### src/rtl/viterbi_req_sched.sv
// +--------------------------------------------------------------------------+
// | viterbi_req_sched: round-robin arbiter sharing one Viterbi decoder        |
// | among N_REQ channels; optional WAIT timeout via VITERBI_SCHED_TIMEOUT_EN. |
// | Revision: 1.0                                                             |
// +--------------------------------------------------------------------------+
`default_nettype none

module viterbi_req_sched #(
  parameter int N_REQ       = 4,
  parameter int ID_W        = 2,
  parameter int TIMEOUT_CYC = 256,
  parameter int TO_W        = 9
) (
  input  logic                  clk,
  input  logic                  rst_n,
  input  logic [N_REQ-1:0]      req_valid_i,
  input  logic [16*N_REQ-1:0]   req_data_i,
  output logic [N_REQ-1:0]      req_ready_o,
  output logic                  dec_dvalid_o,
  output logic [15:0]           dec_data_o,
  input  logic [7:0]            dec_data_i,
  input  logic                  dec_valid_i,
  input  logic                  dec_busy_i,
  output logic                  res_valid_o,
  input  logic                  res_ready_i,
  output logic [7:0]            res_data_o,
  output logic [ID_W-1:0]       res_id_o,
  output logic                  res_err_o,
  output logic                  sched_busy_o
);

  typedef enum logic [1:0] {
    S_IDLE  = 2'd0,
    S_ISSUE = 2'd1,
    S_WAIT  = 2'd2,
    S_RESP  = 2'd3
  } state_t;

  state_t          state_q, state_d;
  logic [ID_W-1:0] last_grant_q, last_grant_d;
  logic [ID_W-1:0] id_q, id_d;
  logic [15:0]     data_q, data_d;
  logic [7:0]      res_data_q, res_data_d;

`ifdef VITERBI_SCHED_TIMEOUT_EN
  logic [TO_W-1:0] to_cnt_q, to_cnt_d;
  logic            res_err_q, res_err_d;
`else
  logic [TO_W-1:0] unused_timeout;
  assign unused_timeout = TO_W'(TIMEOUT_CYC);
`endif

  // Channels above last_grant win first; otherwise wrap to the lowest valid one.
  logic [N_REQ-1:0]           hi_mask;
  logic [N_REQ-1:0]           masked_req;
  logic [N_REQ-1:0]           pick_vec;
  logic [N_REQ-1:0]           grant_oh;
  logic [N_REQ:0][ID_W-1:0]   idx_chain;
  logic [N_REQ:0][15:0]       word_chain;
  logic [ID_W-1:0]            grant_idx;
  logic [15:0]                grant_word;
  logic                       can_grant;

  assign idx_chain[0]  = '0;
  assign word_chain[0] = '0;

  for (genvar k = 0; k < N_REQ; k++) begin : g_chan
    assign hi_mask[k]      = (ID_W'(k) > last_grant_q);
    assign idx_chain[k+1]  = idx_chain[k] | (grant_oh[k] ? ID_W'(k) : '0);
    assign word_chain[k+1] = word_chain[k] | (grant_oh[k] ? req_data_i[16*k +: 16] : 16'h0000);
  end

  assign masked_req = req_valid_i & hi_mask;
  assign pick_vec   = (|masked_req) ? masked_req : req_valid_i;
  assign grant_oh   = pick_vec & (~pick_vec + N_REQ'(1));
  assign grant_idx  = idx_chain[N_REQ];
  assign grant_word = word_chain[N_REQ];

  // rst_n gates the combinational ready so nothing transfers while held in reset.
  assign can_grant  = rst_n && (state_q == S_IDLE) && !dec_busy_i && (|req_valid_i);

  always_comb begin
    state_d      = state_q;
    last_grant_d = last_grant_q;
    id_d         = id_q;
    data_d       = data_q;
    res_data_d   = res_data_q;
`ifdef VITERBI_SCHED_TIMEOUT_EN
    to_cnt_d     = to_cnt_q;
    res_err_d    = res_err_q;
`endif
    case (state_q)
      S_IDLE: begin
        if (can_grant) begin
          data_d       = grant_word;
          id_d         = grant_idx;
          last_grant_d = grant_idx;
          state_d      = S_ISSUE;
        end
      end
      S_ISSUE: begin
`ifdef VITERBI_SCHED_TIMEOUT_EN
        to_cnt_d = '0;
`endif
        state_d  = S_WAIT;
      end
      S_WAIT: begin
        if (dec_valid_i) begin
          res_data_d = dec_data_i;
`ifdef VITERBI_SCHED_TIMEOUT_EN
          res_err_d  = 1'b0;
`endif
          state_d    = S_RESP;
        end
`ifdef VITERBI_SCHED_TIMEOUT_EN
        else if (to_cnt_q == TO_W'(TIMEOUT_CYC - 1)) begin
          // The counter reaches TIMEOUT_CYC on this cycle: abort.
          to_cnt_d   = TO_W'(TIMEOUT_CYC);
          res_data_d = 8'h00;
          res_err_d  = 1'b1;
          state_d    = S_RESP;
        end else begin
          to_cnt_d   = to_cnt_q + TO_W'(1);
        end
`endif
      end
      S_RESP: begin
        if (res_ready_i) begin
          state_d = S_IDLE;
        end
      end
      default: state_d = S_IDLE;
    endcase
  end

  always_ff @(posedge clk or negedge rst_n) begin
    if (!rst_n) begin
      state_q      <= S_IDLE;
      last_grant_q <= ID_W'(N_REQ - 1);
      id_q         <= '0;
      data_q       <= '0;
      res_data_q   <= '0;
`ifdef VITERBI_SCHED_TIMEOUT_EN
      to_cnt_q     <= '0;
      res_err_q    <= 1'b0;
`endif
    end else begin
      state_q      <= state_d;
      last_grant_q <= last_grant_d;
      id_q         <= id_d;
      data_q       <= data_d;
      res_data_q   <= res_data_d;
`ifdef VITERBI_SCHED_TIMEOUT_EN
      to_cnt_q     <= to_cnt_d;
      res_err_q    <= res_err_d;
`endif
    end
  end

  assign req_ready_o  = can_grant ? grant_oh : '0;
  assign dec_dvalid_o = (state_q == S_ISSUE);
  assign dec_data_o   = data_q;
  assign res_valid_o  = (state_q == S_RESP);
  assign res_data_o   = res_data_q;
  assign res_id_o     = id_q;
  assign sched_busy_o = (state_q != S_IDLE);
`ifdef VITERBI_SCHED_TIMEOUT_EN
  assign res_err_o    = res_err_q;
`else
  assign res_err_o    = 1'b0;
`endif

endmodule

`default_nettype wire

### config.mk
export PLATFORM = sky130hd
export DESIGN_NAME = viterbi_req_sched
export DESIGN_NICKNAME = d
export VERILOG_FILES = /design/src/rtl/viterbi_req_sched.sv
export SDC_FILE = /design/constraint.sdc
export NUM_CORES = 1
export LEC_CHECK = 0
export ABC_AREA = 1
export CAP_MARGIN = 20
export CORE_AREA = 5 5 77 79
export DETAILED_ROUTE_END_ITERATION = 8
export DIE_AREA = 0 0 82 84
export GPL_TIMING_DRIVEN = 0
export HOLD_SLACK_MARGIN = 0.1
export PLACE_DENSITY_LB_ADDON = 0.05
export REMOVE_ABC_BUFFERS = 1
export SLEW_MARGIN = 30
export SYNTH_ARGS = -nofsm -noshare
export SYNTH_HDL_FRONTEND = slang
export SYNTH_SLANG_ARGS = --single-unit
export TNS_END_PERCENT = 30
### constraint.sdc
create_clock -name clk -period 5.2 [get_ports clk]
set_input_delay 0.52 -clock clk [delete_from_list [all_inputs] [get_ports clk]]
set_output_delay 0.52 -clock clk [all_outputs]
set_load 0.005 [all_outputs]
### Signal wires on met3, run 1

Drawn at 6 px/um.
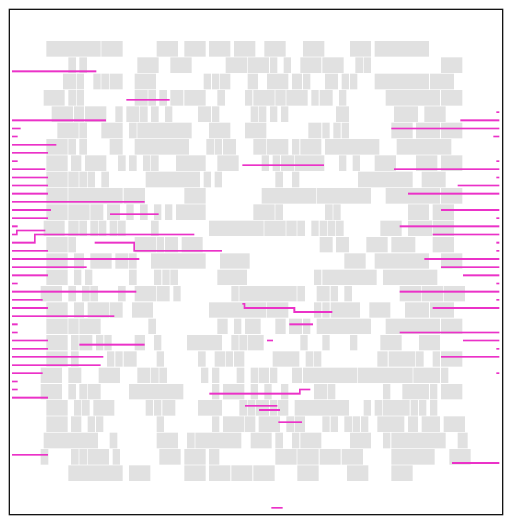
longest straight run: 26.4 um
nets with wire on the layer: 74

### I/O pins on the die edge, run 1

Drawn at 6 px/um. Pins as bars across the die edge, other pins in gray.
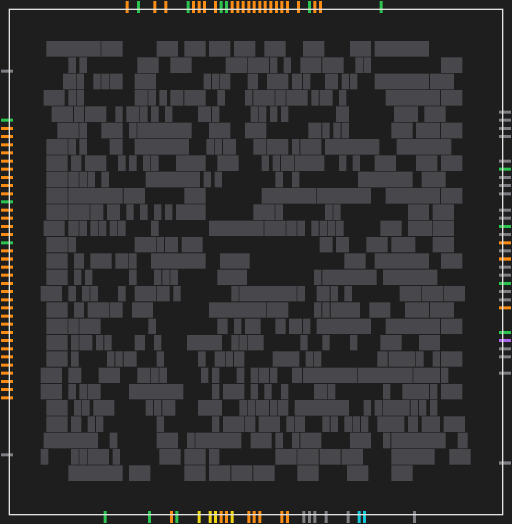
[purple] `res_valid_o` | pins: 1 | direction: output | edge: east
[orange] `req_data_i` | pins: 64 | direction: input | edge: 32 west, 21 north, 8 south, 3 east
[yellow] `req_valid_i` | pins: 4 | direction: input | edge: south
[cyan] `res_id_o` | pins: 2 | direction: output | edge: south
[green] `dec_data_o` | pins: 16 | direction: output | edge: 6 north, 4 east, 3 south, 3 west

### Met2 routing, run 1

Drawn at 6 px/um.
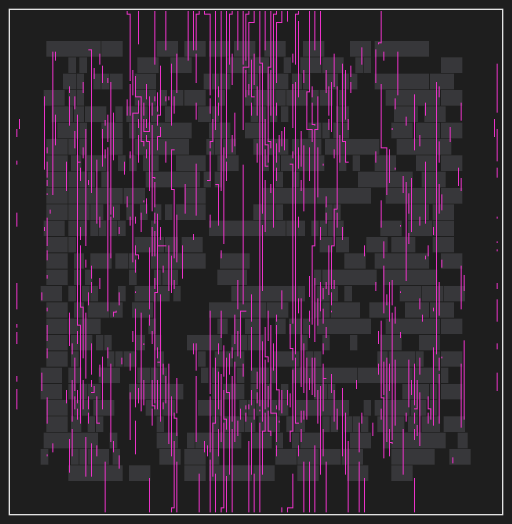
wire length on this layer: 2920 um
main direction: vertical
nets with wire on the layer: 367
longest straight run: 56.6 um
share of all routed wire: 49%

==> impl_metrics.toml, run 1 <==
# yosys + openroad results
[setup_path]
crit_fanout = 37
worstReg2RegStart = "last_grant_q[0]"
reg2reg_depth = 10
endpoint_kind = "output pin"
crit_type = "in2out"
slowest_stage = "dlygate4sd3_1"
path_cells = "dlygate4sd3_1 -> buf_2 -> buf_12 -> nand2_1 -> nor2_1 -> nand2_1 -> inv_2 -> nand4_2 -> inv_1 -> clkdlybuf4s50_1"
start_kind = "input port"
cp_common_cell = "nand2_1"
crit_start = "rst_n"
r2r_setup_slack_ps = 2820
required_ps = 4680
max_stage_delay_ps = 520
cp_top_family = "buffers and inverters"
arrival_ps = 3140
path_buffers = 6
r2r_end = "dec_data_o[7]"

[yosys]
yosys.area.top_type = "dfrtp_1"
avgSynthCellArea_um2 = 6.98
synth_chip_area_um2 = 2000
numSynthFlops = 30
synth-main-ff-cell = "dfrtp_1"
top_cells_by_count = "nand2_1, nor2_1, nand4_1"
yosys_warnings = 0
synth_top_area_share_pct = 35.0
synthArstFlopShare_pct = 100
synth.area.top_cells = "dfrtp_1, nand2_1, nand4_1, nor2_1, nand3_1"
netlist_area_um2 = 2000
yosysCellCount = 287
ys_types = 23
top_cell = "nand2_1"
synth_cells = 287
synth_seq_share_pct = 37.6
synth-edff-count = 0

[timing]
drv_slew = 0
hold_slack_ps = 503
setup_viol = 0
finalClockPeriodUsage_pct = 70.5
layout_setup_ws_ps = 1540
hold_viol = 0
rsz0062_at_grt = "no"
fin_skew_ps = 5.94
timing.fmax_mhz = 273
tightest_slew_ps = 741
final.setup.tns_ps = 0
slew_headroom_pct = 50.5
period_minus_slack_ps = 3660

[placement]
place.port_buffers = 113
pre_cts_ws_ps = 1620
dp_hpwl_mm = 4.42
placedCellCount = 457
place_congestion = 0.857
place_area_um2 = 3170

[flow_run]
cap_violations = 0
warning_count = 29

[power_and_ir_drop]
ir_drop_v = 0.000173
powerDensity_nw_per_um2 = 416
p_total_mw = 1.36
leakage_nw = 1.48

[layout]
final_nets = 479
utilization_pct = 62.0
stdcell_area_um2 = 3270
final_cells = 466
drive_gt1_share_pct = 7.36
syn2layout_area_growth_pct = 63.1
antenna_cells = 0

[grt]
overflow = 0
antenna_found_initial = 0
grt_pass1_vias = 2061
grt_max_degree = 53
grt_pass1_wl_mm = 9.48
grt.total_usage_pct = 17.3

[die]
chipHeight_um = 84
initial_core_util_pct = 38.0
num_rows = 27
dieWidth_um = 82
ioPinCount = 115
fp.coreArea_um2 = 5270
dieArea_um2 = 6890

[drt]
wl_per_cell_um = 12.8
ant_nets = 0
drc = 0
dr_total_vias = 2227
wirelength_mm = 5.97
vias_per_cell = 4.78
drtIter0Drc = 103
firstDrtPassIters = 5

[clocking]
clkLatencyLatePin_ps = 280
cts_max_path_buffers = 2
cts_tree = "done"
cts-buffers-inserted = 5
clk_pin_slew_ps = 60
htree_levels = 2
root_buffer = "clkbuf_8"
clock-sinks = 30

[worst_hold_path]
min_from = "res_data_o[5]"
whs_path_depth = 1
min_to = "res_data_o[5]"
hold_class = "reg2reg"

[outcome]
status = "complete, no violations"
==> run 1: cell usage in the layout, fill, tap and decap left out, drive strengths merged, types with 5 or more instances in the layout <==
cell type	Yosys	final
inv	33	33
nand3	22	22
nor2	54	54
clkbuf	2	7
nand4	34	34
ha	5	5
dfrtp	28	28
clkdlybuf4s50	0	112
nand2	77	77
mux2	8	8
==> run 1: registers in the layout, summed over array words and instances, names as in the netlist <==
register,flops
dec_data_o,16
last_grant_q,2
res_data_o,8
res_id_o,2
state_q,2
==> run 1: power by group <==
part | switching, mW | internal (mW)
clock network | 0.0882 | 0.107
logic | 0.343 | 0.401
registers | 0.0620 | 0.358
total | 0.493 | 0.866
==> run 1: cell type report <==
| cell class | instances | area [um^2] |
|---|---|---|
| fillers | 516 | 2000 |
| repair buffers | 115 | 1160 |
| multi-input cells | 208 | 1050 |
| flip-flops and latches | 30 | 753 |
| inverters | 33 | 124 |
| well taps | 72 | 90.1 |
| clock buffers | 7 | 86.3 |
| clock inverters | 1 | 5.00 |
==> run 1: cells by family (layout without fill, tap and decap cells) <==
logic type / Yosys count / after routing / synth area share (%)
multiplexers: 8 / 8 / 4.49
buffers and inverters: 49 / 156 / 10.2
other: 1 / 1 / 0.187
AND/OR/NAND/NOR: 188 / 188 / 41.9
AND-OR/OR-AND: 6 / 6 / 2.50
adder cells (fa/ha/maj): 5 / 5 / 3.12
flip-flops: 30 / 30 / 37.6
==> run 1: how the worst max path moves through the flow <==
stage / endpoint / cells after the start
2_1_floorplan: req_ready_o[2] / 7
3_3_place_gp: req_ready_o[3] / 8
3_5_place_dp: req_ready_o[2] / 8
4_1_cts: req_ready_o[3] / 10
5_1_grt: req_ready_o[3] / 10
6_report: req_ready_o[3] / 10
==> run 1: metal layers <==
metal	vias to the layer above	part of all wire (%)	track usage (%)
met5	-	0	0
met4	0	0.94	4.53
met3	4	10	6.26
met2	89	49	30.6
met1	993	40	19.0
li1	1141	-	-
==> run 1: repair_timing <==
item                                   4_1_cts  5_1_grt
hold buffers                                 1        0
gates resized                                0        0
buffers inserted                             0        0
endpoints found under the hold margin        6        0
### Track usage over the die, run 1

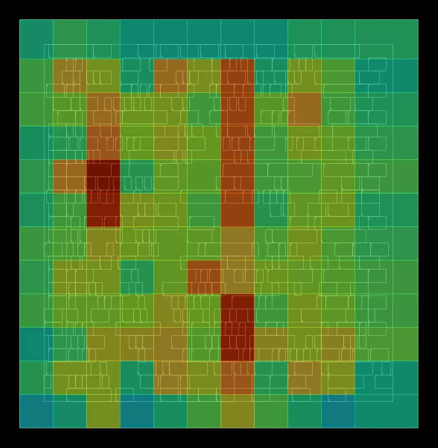

==> run 2: changes to the inputs <==
--- a/config.mk
+++ b/config.mk
@@ -7,9 +7,9 @@
 export LEC_CHECK = 0
 export ABC_AREA = 1
 export CAP_MARGIN = 20
-export CORE_AREA = 5 5 77 79
+export CORE_AREA = 5 5 82 84
 export DETAILED_ROUTE_END_ITERATION = 8
-export DIE_AREA = 0 0 82 84
+export DIE_AREA = 0 0 87 89
 export GPL_TIMING_DRIVEN = 0
 export HOLD_SLACK_MARGIN = 0.1
 export PLACE_DENSITY_LB_ADDON = 0.05
==> constraint.sdc (replaced) <==
create_clock -name clk -period 3.3 [get_ports clk]
set_input_delay 0.33 -clock clk [delete_from_list [all_inputs] [get_ports clk]]
set_output_delay 0.33 -clock clk [all_outputs]
set_load 0.005 [all_outputs]
### Track usage over the die, run 2

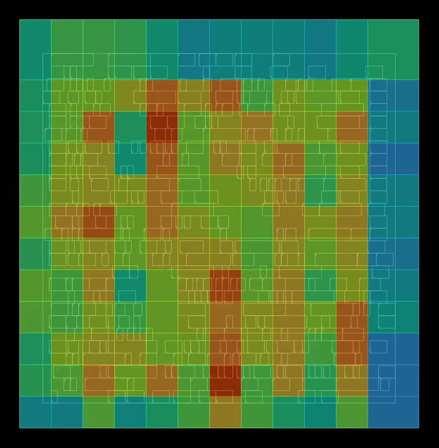
routed len/inst: 13.8 um
Core Util, Final: 56.2%
gr busiest metal: met2
GRT Total Usage: 17.3%

### I/O pins on the die edge, run 2

Drawn at 6 px/um. Pins as bars across the die edge, other pins in gray.
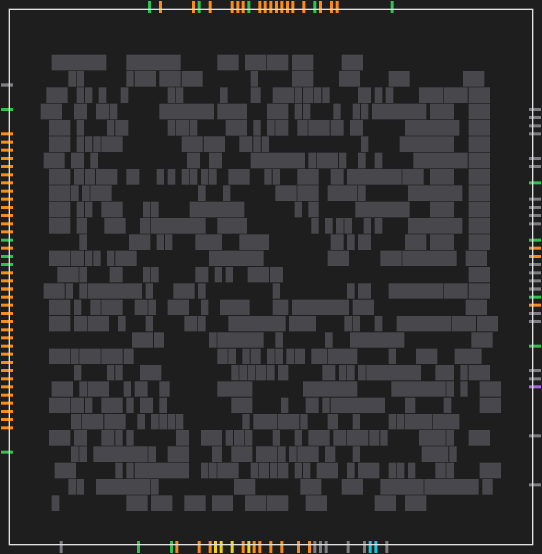
[cyan] `res_id_o` | pins: 2 | direction: output | edge: south
[green] `dec_data_o` | pins: 16 | direction: output | edge: 5 west, 5 north, 4 east, 2 south
[purple] `res_valid_o` | pins: 1 | direction: output | edge: east
[yellow] `req_valid_i` | pins: 4 | direction: input | edge: south
[orange] `req_data_i` | pins: 64 | direction: input | edge: 34 west, 17 north, 10 south, 3 east

==> impl_metrics.toml, run 2 <==
# yosys + openroad results
[outcome]
status = "complete, no violations"

[power_and_ir_drop]
powerDensity_nw_per_um2 = 659
p_seq_share_pct = 30.6
pwr-share-clk_pct = 14.2
power.switching_mw = 0.801
power.share.switching_pct = 36.9
p_total_mw = 2.17
p_int_mw = 1.37
comb_power_share_pct = 55.2
ir_drop_v = 0.000278
leakage_nw = 1.48

[setup_path]
crit_fanout = 26
path_buffers = 4
r2r_end = "res_id_o[1]"
reg2reg_depth = 7
path_cells = "inv_2 -> nand3_1 -> nand4_4 -> inv_2 -> nor3_1 -> nand2_1 -> inv_1 -> clkdlybuf4s50_1"
max_stage_delay_ps = 540
start_kind = "flip-flop"
worst-path-stages = 8
required_ps = 2970
crit_start = "last_grant_q[0]"
r2r_setup_slack_ps = 1120
cp_top_family = "buffers and inverters"
crit_type = "reg2out"
worstReg2RegStart = "last_grant_q[0]"
endpoint_kind = "output pin"
slowest_stage = "dfstp_2"
crit_end = "req_ready_o[2]"
arrival_ps = 2720
cp_common_cell = "inv_2"

[timing]
setup_viol = 0
slew_headroom_pct = 50.5
hold_viol = 0
fin_skew_ps = 10.3
timing.fmax_mhz = 328
period_minus_slack_ps = 3050
finalClockPeriodUsage_pct = 92.3
drv_slew = 0
tightest_slew_ps = 741
rsz0062_at_grt = "no"

[die]
ioPinCount = 115
fp.coreArea_um2 = 5850
chipHeight_um = 89
initial_core_util_pct = 34.3
num_rows = 28
dieArea_um2 = 7740
dieWidth_um = 87

[clocking]
clkLatencyLatePin_ps = 280
clock-sinks = 30
clk_pin_slew_ps = 70
cts_max_path_buffers = 2
root_buffer = "clkbuf_8"
cts-buffers-inserted = 5
cts_tree = "done"
htree_levels = 2
post-cts-setup-buffers = 0

[yosys]
yosys.area.top_type = "dfrtp_1"
top_cells_by_count = "nand2_1, nor2_1, nand4_1"
synth_chip_area_um2 = 2000
synth_cells = 287
synthArstFlopShare_pct = 100
avgSynthCellArea_um2 = 6.98
ys_types = 23
synth_seq_share_pct = 37.6
synth_top_area_share_pct = 35.0
synth-edff-count = 0
netlist_area_um2 = 2000
yosysCellCount = 287
yosys_warnings = 0
numSynthFlops = 30
top_cell = "nand2_1"
synth-main-ff-cell = "dfrtp_1"
synth.area.top_cells = "dfrtp_1, nand2_1, nand4_1, nor2_1, nand3_1"

[drt]
drc = 0
firstDrtPassIters = 4
drtIter0Drc = 71
dr_total_vias = 2240
vias_per_cell = 4.77
wirelength_mm = 6.51
ant_nets = 0

[layout]
lay_top_cells = "clkdlybuf4s50_1, nand2_1, nor2_1"
regArea_um2 = 753
largest_register_ffs = 16
final_nets = 480
lay_top_count = "clkdlybuf4s50_1"
fillers = 579
drive_gt1_share_pct = 7.59
final_cells = 470
antenna_cells = 0
logic_area_um2 = 1070
syn2layout_area_growth_pct = 64.1

[placement]
dp_hpwl_mm = 4.62
place_congestion = 0.736
place.port_buffers = 113
placedCellCount = 460

[grt]
grt_pass1_vias = 2236
antenna_found_initial = 0
grt_max_degree = 38
overflow = 0
grt_pass1_wl_mm = 10.6

[worst_hold_path]
hold_class = "in2async"

[flow_run]
cap_violations = 0
warning_count = 29
-- run 2: cell types whose count changed in the layout (fill, tap and decap cells not counted), sizes merged --
cell / previous run / this run
clkinv: 1 / 2
nand4: 34 / 35
inv: 33 / 32
-- run 2: final cells by class --
class                   instances  share of cell area [%]
well taps                      75                    2.85
clock buffers                   7                    2.62
inverters                      33                    3.88
multi-input cells             209                    32.4
repair buffers                115                    35.1
clock inverters                 1                   0.152
flip-flops and latches         30                    22.9
-- run 2: worst register-to-register path: cells and delay by family (launching register included) --
kind | cells | cell delay [ps]
AND/OR/NAND/NOR | 5 | 1040
flip-flops | 1 | 540
buffers and inverters | 2 | 460
-- run 2: power groups by stage --
stage / Sequential (mW) / Clock, mW / Combinational (mW)
3_3_place_gp: 0.661 / 0 / 1.18
3_5_place_dp: 0.671 / 0 / 1.20
5_1_grt: 0.697 / 0.334 / 1.34
6_report: 0.664 / 0.307 / 1.20
4_1_cts: 0.667 / 0.315 / 1.22
2_1_floorplan: 0.680 / 0 / 0.562
-- run 2: worst min path at each step --
stage / endpoint / slack [ps] / cells past startpoint
floorplan: dec_data_o[0] / 30 / 0
global placement: res_data_o[6] / 490 / 1
detailed placement: state_q[0] / 200 / 1
CTS: dec_data_o[13] / 430 / 2
global route: dec_data_o[13] / 440 / 2
finish: dec_data_o[14] / 430 / 2
-- run 2: cell families after synthesis --
family,synth area share (%)
and+or+nand+nor,41.9
buffers and inverters,10.2
DFF,37.6
muxes,4.49
AOI/OAI and AO/OA,2.50
adders and majority gates,3.12
other,0.187
-- run 2: what timing repair did --
| action | in CTS | in global routing |
|---|---|---|
| gates resized | 0 | 3 |
| hold buffers | 1 | 0 |
| setup endpoints to repair | 1 | 2 |
| pin swaps | 1 | 0 |
| cloned | 1 | 0 |
| hold endpoints to repair | 6 | 0 |
-- run 2: metrics by stage --
stage	TNS, ps	hold WS [ps]	cell area (um^2)	worst slack [ps]
3_5_place_dp	0	199	3170	45.7
3_3_place_gp	-2120	486	3150	-723
6_report	0	429	3290	255
2_1_floorplan	0	34.4	1920	870
4_1_cts	0	430	3290	134
5_1_grt	0	435	3290	65.6
-- run 2: metal layers --
layer  vias up  global-route usage [%]  wire length, um
met5         -                       0                0
met1      1013                    20.5             2680
li1       1147                       -                -
met3         0                    5.53              642
met4         0                    3.54                0
met2        80                    30.7             3180
Power figures rest on the tool's default switching activity, not on a simulated workload.
